==> src/rtl/lc3_mem_pkg.sv <==
// Shared memory-side types and constants for the LC-3 line fill path.
package lc3_mem_pkg;

  localparam int WORD_W     = 16;
  localparam int LINE_WORDS = 16;
  localparam int OFFSET_W   = 4;
  localparam int BYTE_OFF_W = 1;

  typedef logic [WORD_W-1:0] word_t;
  typedef word_t [LINE_WORDS-1:0] line_t;

  typedef enum logic {
    IDLE,
    FILL
  } fill_state_t;

endpackage

==> src/rtl/line_fill_buffer_fill_sequencer.sv <==
// Control half of the line fill buffer: request acceptance, critical-word-first
// burst sequencing, memory address generation and the critical-word pulse.
module fill_sequencer
  import lc3_mem_pkg::*;
#(
  parameter int ADDR_W = 16
) (
  input  logic                  clk,
  input  logic                  rst_n,
  input  logic                  req_valid_i,
  input  logic [ADDR_W-1:0]     req_addr_i,
  input  logic                  inval_i,
  input  logic                  mem_resp_i,
  output logic                  req_ready_o,
  output logic                  mem_read_o,
  output logic [ADDR_W-1:0]     mem_addr_o,
  output logic                  line_valid_o,
  output logic [ADDR_W-6:0]     line_base_o,
  output logic                  crit_valid_o,
  output logic [OFFSET_W-1:0]   crit_sel_o,
  output logic                  slot_we_o,
  output logic [OFFSET_W-1:0]   slot_idx_o,
  output logic                  crit_capture_o
);

  localparam int LB_W = ADDR_W - 5;

  fill_state_t           state_q, state_d;
  logic [OFFSET_W-1:0]   beat_q, beat_d;
  logic [OFFSET_W-1:0]   critSel_q, critSel_d;
  logic [LB_W-1:0]       lineBase_q, lineBase_d;
  logic [ADDR_W-1:0]     memAddr_q, memAddr_d;
  logic                  critValid_q, critValid_d;
  logic                  lineValid_q, lineValid_d;
  logic [OFFSET_W-1:0]   idx;
  logic                  respTake;

  // 4-bit add gives the wrap-around order for free.
  assign idx = critSel_q + beat_q;

  always_ff @(posedge clk or negedge rst_n) begin
    if (!rst_n) begin
      state_q     <= IDLE;
      beat_q      <= '0;
      critSel_q   <= '0;
      lineBase_q  <= '0;
      memAddr_q   <= '0;
      critValid_q <= 1'b0;
      lineValid_q <= 1'b0;
    end else begin
      state_q     <= state_d;
      beat_q      <= beat_d;
      critSel_q   <= critSel_d;
      lineBase_q  <= lineBase_d;
      memAddr_q   <= memAddr_d;
      critValid_q <= critValid_d;
      lineValid_q <= lineValid_d;
    end
  end

  always_comb begin
    state_d     = state_q;
    beat_d      = beat_q;
    critSel_d   = critSel_q;
    lineBase_d  = lineBase_q;
    memAddr_d   = memAddr_q;
    critValid_d = 1'b0;
    lineValid_d = lineValid_q;
    case (state_q)
      IDLE: begin
        // Invalidate wins over a simultaneous request, which stays pending.
        if (inval_i) begin
          lineValid_d = 1'b0;
        end else if (req_valid_i) begin
          state_d     = FILL;
          beat_d      = '0;
          critSel_d   = req_addr_i[4:1];
          lineBase_d  = req_addr_i[ADDR_W-1:5];
          memAddr_d   = {req_addr_i[ADDR_W-1:1], 1'b0};
          lineValid_d = 1'b0;
        end
      end
      FILL: begin
        if (inval_i) begin
          state_d = IDLE;
        end else if (mem_resp_i) begin
          beat_d      = beat_q + 4'd1;
          memAddr_d   = {lineBase_q, idx + 4'd1, 1'b0};
          critValid_d = (beat_q == 4'd0);
          if (beat_q == 4'hF) begin
            state_d     = IDLE;
            lineValid_d = 1'b1;
          end
        end
      end
      default: state_d = IDLE;
    endcase
  end

  always_comb begin
    respTake       = (state_q == FILL) && mem_resp_i && !inval_i;
    req_ready_o    = (state_q == IDLE);
    mem_read_o     = (state_q == FILL);
    slot_we_o      = respTake;
    slot_idx_o     = idx;
    crit_capture_o = respTake && (beat_q == 4'd0);
  end

  assign mem_addr_o   = memAddr_q;
  assign line_valid_o = lineValid_q;
  assign line_base_o  = lineBase_q;
  assign crit_valid_o = critValid_q;
  assign crit_sel_o   = critSel_q;

endmodule

==> src/rtl/line_fill_buffer.sv <==
// Line fill buffer: 16-slot line storage fed by a critical-word-first burst,
// packed flat for the downstream 16:1 word-select mux.
module line_fill_buffer
  import lc3_mem_pkg::*;
#(
  parameter int WIDTH  = 16,
  parameter int ADDR_W = 16
) (
  input  logic                        clk,
  input  logic                        rst_n,
  input  logic                        req_valid_i,
  output logic                        req_ready_o,
  input  logic [ADDR_W-1:0]           req_addr_i,
  input  logic                        inval_i,
  output logic                        mem_read_o,
  output logic [ADDR_W-1:0]           mem_addr_o,
  input  logic [WIDTH-1:0]            mem_rdata_i,
  input  logic                        mem_resp_i,
  output logic [LINE_WORDS*WIDTH-1:0] line_data_o,
  output logic                        line_valid_o,
  output logic [ADDR_W-6:0]           line_base_o,
  output logic                        crit_valid_o,
  output logic [WIDTH-1:0]            crit_word_o,
  output logic [OFFSET_W-1:0]         crit_sel_o
);

  logic [WIDTH-1:0]    slots_q [LINE_WORDS];
  logic [WIDTH-1:0]    critWord_q;
  logic                slotWe;
  logic [OFFSET_W-1:0] slotIdx;
  logic                critCapture;

  fill_sequencer #(
    .ADDR_W(ADDR_W)
  ) u_seq (
    .clk            (clk),
    .rst_n          (rst_n),
    .req_valid_i    (req_valid_i),
    .req_addr_i     (req_addr_i),
    .inval_i        (inval_i),
    .mem_resp_i     (mem_resp_i),
    .req_ready_o    (req_ready_o),
    .mem_read_o     (mem_read_o),
    .mem_addr_o     (mem_addr_o),
    .line_valid_o   (line_valid_o),
    .line_base_o    (line_base_o),
    .crit_valid_o   (crit_valid_o),
    .crit_sel_o     (crit_sel_o),
    .slot_we_o      (slotWe),
    .slot_idx_o     (slotIdx),
    .crit_capture_o (critCapture)
  );

  // Slots are only written by accepted responses, so a valid line stays put.
  always_ff @(posedge clk or negedge rst_n) begin
    if (!rst_n) begin
      for (int k = 0; k < LINE_WORDS; k++) begin
        slots_q[k] <= '0;
      end
    end else if (slotWe) begin
      slots_q[slotIdx] <= mem_rdata_i;
    end
  end

  always_ff @(posedge clk or negedge rst_n) begin
    if (!rst_n) begin
      critWord_q <= '0;
    end else if (critCapture) begin
      critWord_q <= mem_rdata_i;
    end
  end

  for (genvar k = 0; k < LINE_WORDS; k++) begin : g_pack
    assign line_data_o[k*WIDTH +: WIDTH] = slots_q[k];
  end

  assign crit_word_o = critWord_q;

endmodule

==> config.mk <==
export PLATFORM = sky130hd
export DESIGN_NAME = line_fill_buffer
export DESIGN_NICKNAME = d
export VERILOG_FILES = /design/src/rtl/lc3_mem_pkg.sv /design/src/rtl/line_fill_buffer_fill_sequencer.sv /design/src/rtl/line_fill_buffer.sv
export SDC_FILE = /design/constraint.sdc
export NUM_CORES = 1
export LEC_CHECK = 0
export CAP_MARGIN = 10
export CORE_MARGIN = 5
export CORE_UTILIZATION = 50
export CTS_CLUSTER_DIAMETER = 200
export CTS_CLUSTER_SIZE = 20
export DETAILED_ROUTE_END_ITERATION = 8
export DONT_BUFFER_PORTS = 1
export PLACE_DENSITY = 0.8
export SYNTH_ARGS = -nofsm -noshare
export SYNTH_HDL_FRONTEND = slang
export SYNTH_HIERARCHICAL = 1
export SYNTH_SLANG_ARGS = --single-unit
==> constraint.sdc <==
create_clock -name clk -period 2.7 [get_ports clk]
set_clock_uncertainty 0.05 [all_clocks]
set_input_delay 0.675 -clock clk [delete_from_list [all_inputs] [get_ports clk]]
set_output_delay 0.675 -clock clk [all_outputs]
set_load 0.01 [all_outputs]
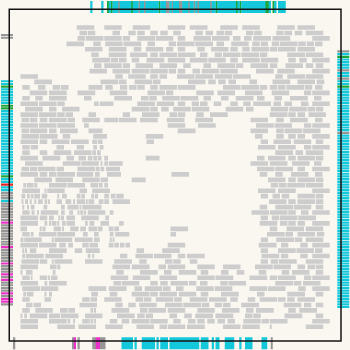
run_1/pins.png
(2 px per µm) Pins as bars across the die edge, other pins in grey.
Key: green = mem_rdata_i [pins 16, direction input, edge 10 top, 4 left, 2 right]; magenta = line_base_o [pins 11, direction output, edge 8 left, 3 bottom]; cyan = line_data_o [pins 256, direction output, edge 89 right, 75 top, 55 bottom, 37 left]; red = crit_valid_o [pins 1, direction output, edge left]
All pins by edge: 97 top, 95 right, 85 left, 67 bottom.

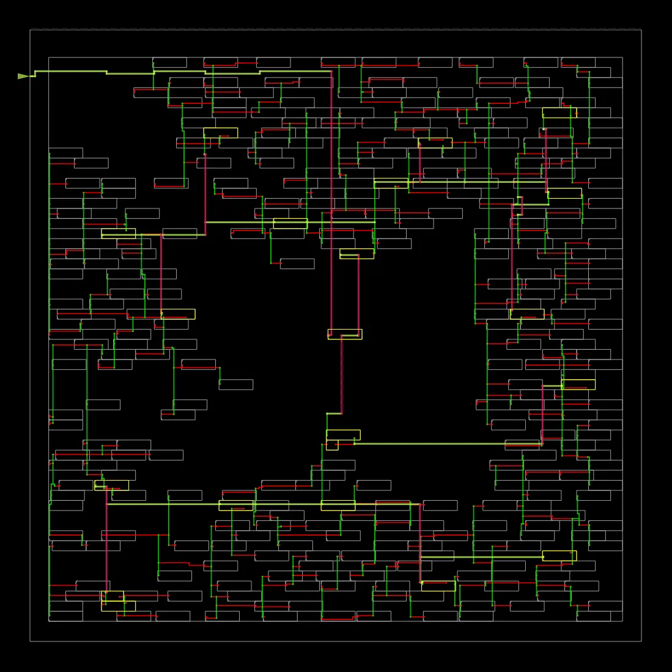
run_1/final_clocks.png
count of sequential standard cells: 309
total clock buffers created by CTS: 19
clock sink count: 309

==> run summary, run 1 <==
Latest figures from synthesis and place and route.

The flow ran to the end, but the final reports show violations. The final reports fail on negative hold slack. The largest net degree at the start of global routing is 310. The repair_antennas step left the layout with diodes totalling 0.

The first global-routing pass estimated 42.6 mm of wire. The cell sequence reported for the critical path is ha_1, fa_1, xor2_4, nand3_1, or3_1, buf_12, mux2_1. The timing report gives the biggest stage delay along the critical path as 0.46 ns. In this run the deepest clock path goes through 3 buffers. The tally of filler cells in the layout is 1888. For reference, the most critical setup path is categorized as reg2reg.

The launch point of the worst reg-to-reg path is u_seq/beat_q[0]$_DFFE_PN0P_. The required time at the endpoint of the critical path is 3.03 ns. Yosys attributes the largest share of cell area to sky130_fd_sc_hd__dfrtp_1 64%, sky130_fd_sc_hd__mux2_2 26%, sky130_fd_sc_hd__mux2i_1 1.1%.

Sequential elements use 64.2% of the synthesized area. Of the cells placed in the final design, the portion with a size suffix greater than 1 is 45.5%. The capture point of the worst register-to-register path is recorded as line_data_o[204]$_DFFE_PN0P_. In this run the number of H-tree levels came out at 1. The nature of the critical path endpoint is a register. The path class of the tightest hold or removal check is in2async. The via count is 6312.

Per the cell usage report, the commonest logic cells after layout are 309 x sky130_fd_sc_hd__dfrtp_1, 283 x sky130_fd_sc_hd__mux2_2, 21 x sky130_fd_sc_hd__nor2_1, 21 x sky130_fd_sc_hd__buf_4. The type of origin of the critical path is a register. The synthesized design contains 0 enable-type register cells. Counting only logic cells after layout, the most numerous master is sky130_fd_sc_hd__dfrtp_1.

Following the worst setup path forward leads to its endpoint at line_data_o[204]$_DFFE_PN0P_. The placed instances occupy a cell area of 12500 µm². The leakage power in the latest report is 6.38 nW. The data arrival at the endpoint of the critical path is 2.94 ns.

The Yosys step of the flow raised 6 warnings. The depth of the most critical reg-to-reg path is 7. For this run, global-route usage on met1 was measured as 24.6%.

The met3 track utilization from global routing is 8.49%. The number of primary I/O pins is 344. The post-synth net total is 812. After synthesis, the chip area reported by Yosys is 12000 µm².

The total number of placement rows is 56. The number of setup buffers added after CTS is 0. The clock slew seen by the registers of the worst setup and hold paths is 0.08 ns. The core outline area is 23600 µm². The die span in x is 165 µm.

The final hold violation count recorded for this run is 129. After layout, the minimum clock period comes to 2.61 ns. The most critical hold endpoint after final layout shows a slack of -0.178 ns. Summing every instance area after synthesis gives 12000 µm². The share of synthesized area in the top cell type comes to 64.2%. Tracing the worst setup path back leads to its startpoint at u_seq/beat_q[0]$_DFFE_PN0P_. Counting flops with an async set or reset pin after synthesis yields a share of 100%. The worst pin sits at a relative slew slack of 24.5%. The overall die height is 165 µm.
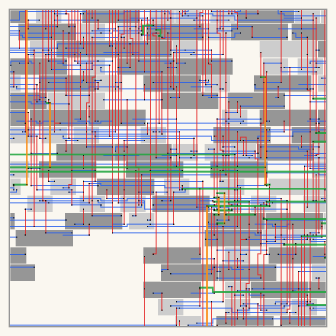
run_1/zoom.png
Region (99, 99) to (149, 149) µm. Cells in grey, sequential cells in the stronger grey; small squares are vias.
Key: green = met3; orange = met4; red = met2; blue = met1
Most frequent: mux2_2 (44), dfrtp_1 (43), clkbuf_16 (3). Sequential cells in the window: 43. Netlist names of flops here include line_data_o (39), crit_word_o (4). 90 logic cells have their middle in the window.

[run 1: power by group]
| part | switching [mW] | internal (mW) |
|---|---|---|
| clock network | 1.46 | 1.28 |
| registers | 2.52 | 6.53 |
| logic | 0.760 | 1.53 |
| total | 4.74 | 9.33 |
[run 1: area by class of cell]
class                      instances  area, µm²  area share (%)
clock buffer                      19        475            3.64
clock inverter                     2       25.0           0.192
inverter                           6       22.5           0.172
multi-input combinational        404       4030            30.9
sequential                       309       7730            59.2
tap                              319        399            3.05
timing repair buffer              32        378            2.89
[run 1: how the worst min path moves through the flow]
stage | depth (start not counted) | slack, ns | start | end
after floorplan | 0 | 0.33 | rst_n | crit_word_o[0]$_DFFE_PN0P_
after global placement | 0 | 0.34 | rst_n | line_data_o[227]$_DFFE_PN0P_
after detailed placement | 0 | 0.34 | rst_n | line_data_o[227]$_DFFE_PN0P_
after CTS | 0 | -0.20 | rst_n | line_data_o[216]$_DFFE_PN0P_
after global routing | 0 | -0.21 | rst_n | line_data_o[227]$_DFFE_PN0P_
final | 0 | -0.18 | rst_n | line_data_o[227]$_DFFE_PN0P_
[run 1: through the flow]
step                power [mW]  worst slack, ns  instances  setup TNS (ns)  utilization [%]
global route              14.8         -0.00325       1091        -0.00325             55.3
CTS                       14.2           0.0295       1091               0             55.3
floorplan                 10.4           0.0459        768               0                -
detailed placement        11.5          -0.0129       1070         -0.0300             53.1
global placement          11.2           0.0590       1070               0             53.1
finish                    14.1           0.0877       1091               0             55.3
[run 1: critical path: cells and delay by family, from the launching register on]
kind          cells  cell delay, ns
buf+inv           1            0.20
xor+xnor          1            0.24
fa+ha+maj         2            0.69
mux               1            0.31
simple gates      2            0.55
flops             1            0.43
[run 1: per-layer routing]
metal / routed length [µm] / vias up
met5: 0 / -
met4: 516 / 0
met3: 3440 / 44
met2: 14300 / 264
met1: 10600 / 3334
li1: - / 2670
[run 1: timing repair]
item / CTS / global route
endpoints found under the setup margin: 16 / 132
endpoints found under the hold margin: 309 / 309
resized: 1 / 2
[run 1: cells by family after synthesis]
| logic type | synth area share (%) |
|---|---|
| AOI/OAI and AO/OA | 1.34 |
| xor gates and xnor gates | 0.686 |
| adders and majority gates | 0.790 |
| buffers and inverters | 2.42 |
| DFF | 64.2 |
| muxes | 27.8 |
| other | 0.0311 |
| and+or+nand+nor | 2.67 |
[run 1: sequential cells by signal (all words and copies together) (netlist names)]
name                cells
line_data_o           256
crit_word_o            16
u_seq/mem_addr_o       15
u_seq/line_base_o      11
u_seq/beat_q            4
u_seq/crit_sel_o        4
u_seq/crit_valid_o      1
u_seq/line_valid_o      1
u_seq/mem_read_o        1
## Run 2: what changed since run 1
--- a/config.mk
+++ b/config.mk
@@ -13,6 +13,7 @@
 export DETAILED_ROUTE_END_ITERATION = 8
 export DONT_BUFFER_PORTS = 1
 export PLACE_DENSITY = 0.8
+export SLEW_MARGIN = 20
 export SYNTH_ARGS = -nofsm -noshare
 export SYNTH_HDL_FRONTEND = slang
 export SYNTH_HIERARCHICAL = 1
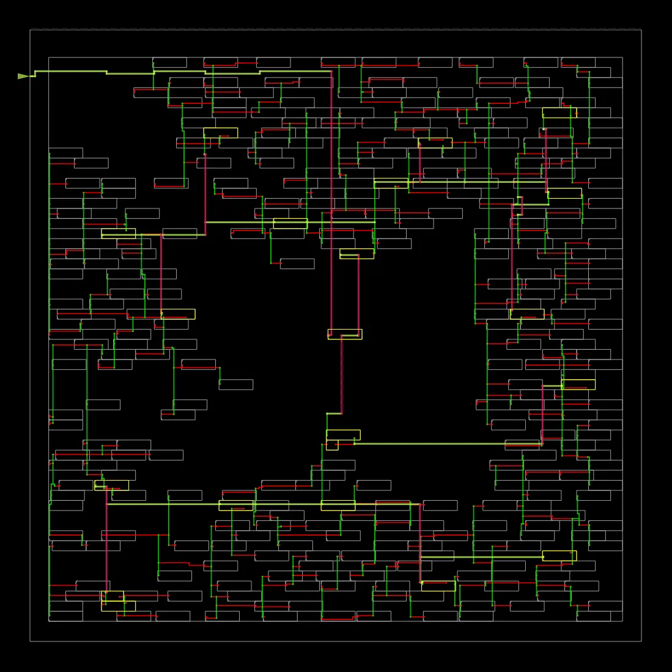
run_2/final_clocks.png
power drawn by the clock network: 2.73 mW
count of clock-net buffers in the final layout: 19

==> run 2 against run 1 <==
The run still ends with negative hold slack left. Worst hold slack unchanged. Setup slack stayed put. Flip-flop count did not move. First-iteration DRC count is the same. Clock power is essentially flat. Largest cell class unchanged. Highest routed layer unchanged.
==> run summary, run 2 <==
Latest figures from synthesis and place and route.

The flow ran to the end, but the final reports show violations. The checks that failed: negative hold slack. The area of the mapped netlist came to 12000 µm² (unchanged). The main area contributors are sky130_fd_sc_hd__dfrtp_1 64%, sky130_fd_sc_hd__mux2_2 26%, sky130_fd_sc_hd__mux2i_1 1.1%. The required time at the endpoint of the critical path came to 3.03 ns (about the same). The largest net degree at the start of global routing came to 310 (unchanged). The sum of met2 wire segment lengths after detailed routing is 14.3 mm (unchanged). The yosys-reported design area after synthesis was 12000 µm² (unchanged). The maximum level of the CTS H-tree is 1 (unchanged). The clock slew seen by the registers of the worst setup and hold paths is 0.08 ns (about the same). The count of placed standard cells in the final layout, fillers left out is 1091 (unchanged). The total power of the final layout is 14.1 mW (unchanged). The aggregate global-route resource usage is 20.4%. The critical path maximum fanout is 14. The type of origin of the critical path is a register.

The library cells used most frequently in the layout, excluding fill and tap cells, are 309 x sky130_fd_sc_hd__dfrtp_1, 283 x sky130_fd_sc_hd__mux2_2, 21 x sky130_fd_sc_hd__nor2_1, 21 x sky130_fd_sc_hd__buf_4. The leakage power figure was 6.38 nW (unchanged). The tally of max-capacitance violations is 0. The via count is 6312 (unchanged). The number of flip-flops under the largest register name is 256 (unchanged).

The wire length of the first global-routing pass is 42.6 mm (unchanged). The share of the yosys chip area belonging to registers is 64.2% (unchanged). According to the hold report, the worst path is of the in2async type. The post-synth net total is 812 (unchanged). The overall die height came to 165 µm (unchanged). The data arrival at the endpoint of the critical path was 2.94 ns (about the same). The number of endpoints with negative hold slack in the final report was 129 (unchanged). The worst-case headroom to the max-slew limit is 24.5% (unchanged). The final worst hold slack is -0.178 ns (unchanged). The portion of synthesized cell area occupied by the leading cell type was 64.2% (unchanged). The total number of placement rows is 56 (unchanged).

The final antenna diode count is 0 (unchanged). The number of sinks on the clock net is 309 (unchanged). The nature of the critical path endpoint is a register. The number of warnings reported in the yosys synthesis log is 6 (unchanged). The number of primary I/O pins is 344 (unchanged). The proportion of synthesized flip-flops having asynchronous set or reset is 100% (unchanged). In this run the critical register-to-register path is launched from u_seq/beat_q[0]$_DFFE_PN0P_. The post-route minimum period is 2.61 ns (unchanged). The die span in x came to 165 µm (unchanged). The highest metal layer used by the detailed router is met4.

The number of buffers added by the clock tree synthesis step came to 19 (unchanged). The worst setup path is of the reg2reg kind. The worst-case clock buffer depth is 3 (unchanged). The core outline area is 23600 µm² (unchanged). The launch point of the critical path was reported as u_seq/beat_q[0]$_DFFE_PN0P_. The most frequent logic cell in the layout is sky130_fd_sc_hd__dfrtp_1. The wire length on met3 came to 3.44 mm (unchanged). The cell with the most instances after synthesis is sky130_fd_sc_hd__dfrtp_1. The buffer cell driving the clock tree root is sky130_fd_sc_hd__clkbuf_16. The number of buffers inserted to repair setup after CTS is 0 (unchanged). The count of library flops with an enable pin is 0 (unchanged).
-- run 2: area by class of cell --
class | count | area, µm²
Clock inverter | 2 | 25.0
Inverter | 6 | 22.5
Multi-Input combinational cell | 404 | 4030
Sequential cell | 309 | 7730
Timing Repair Buffer | 32 | 378
Tap cell | 319 | 399
Fill cell | 1888 | 10500
Clock buffer | 19 | 475
-- run 2: metal layers --
metal | track usage (%) | up-vias
met2 | 34.2 | 264
met1 | 24.6 | 3334
met4 | 4.76 | 0
li1 | - | 2670
met5 | 0 | -
met3 | 8.49 | 44
-- run 2: kinds of logic (layout without fill, tap and decap cells) --
family / after synthesis / count (layout) / share of synthesized area (%)
compound gates: 29 / 29 / 1.34
xor+xnor: 6 / 6 / 0.686
fa+ha+maj: 7 / 7 / 0.790
buf+inv: 55 / 59 / 2.42
flops: 309 / 309 / 64.2
mux: 299 / 299 / 27.8
other cells: 1 / 1 / 0.0311
simple gates: 62 / 62 / 2.67
-- run 2: final timing paths --
check,to,slack (ns),depth (start not counted)
max,line_data_o[204]$_DFFE_PN0P_,0.09,7
min in group clk,u_seq/mem_read_o$_DFF_PN0_,0.17,1
max reg2reg,line_data_o[204]$_DFFE_PN0P_,0.09,7
max in group asynchronous,crit_word_o[4]$_DFFE_PN0P_,1.87,0
min,line_data_o[227]$_DFFE_PN0P_,-0.18,0
min reg2reg,u_seq/line_valid_o$_DFFE_PN0P_,0.52,2
-- run 2: worst max-delay path, stage by stage, from the launching register on --
cell and delay [ns]:
sky130_fd_sc_hd__dfrtp_1 0.43, sky130_fd_sc_hd__ha_1 0.23, sky130_fd_sc_hd__fa_1 0.46, sky130_fd_sc_hd__xor2_4 0.24
sky130_fd_sc_hd__nand3_1 0.13, sky130_fd_sc_hd__or3_1 0.42, sky130_fd_sc_hd__buf_12 0.20, sky130_fd_sc_hd__mux2_1 0.31
-- run 2: metrics by stage --
step | setup TNS, ns | setup slack (ns) | utilization [%]
after floorplan | 0 | 0.0459 | -
after global placement | 0 | 0.0590 | 53.1
after detailed placement | -0.0300 | -0.0129 | 53.1
after CTS | 0 | 0.0295 | 55.3
after global routing | -0.00325 | -0.00325 | 55.3
final | 0 | 0.0877 | 55.3
-- run 2: power by group --
part / leakage [nW] / internal (mW) / total (mW) / switching (mW)
sequential: 4.11 / 6.53 / 9.05 / 2.52
clock: 0.246 / 1.28 / 2.73 / 1.46
combinational: 2.02 / 1.53 / 2.29 / 0.760
total: 6.38 / 9.33 / 14.1 / 4.74
-- run 2: timing repair --
item	CTS	global route
endpoints found under the hold margin	309	309
setup endpoints to repair	16	132
cloned	0	0
resized	1	2
No activity file was given, so power comes from the tool's default toggle rates.
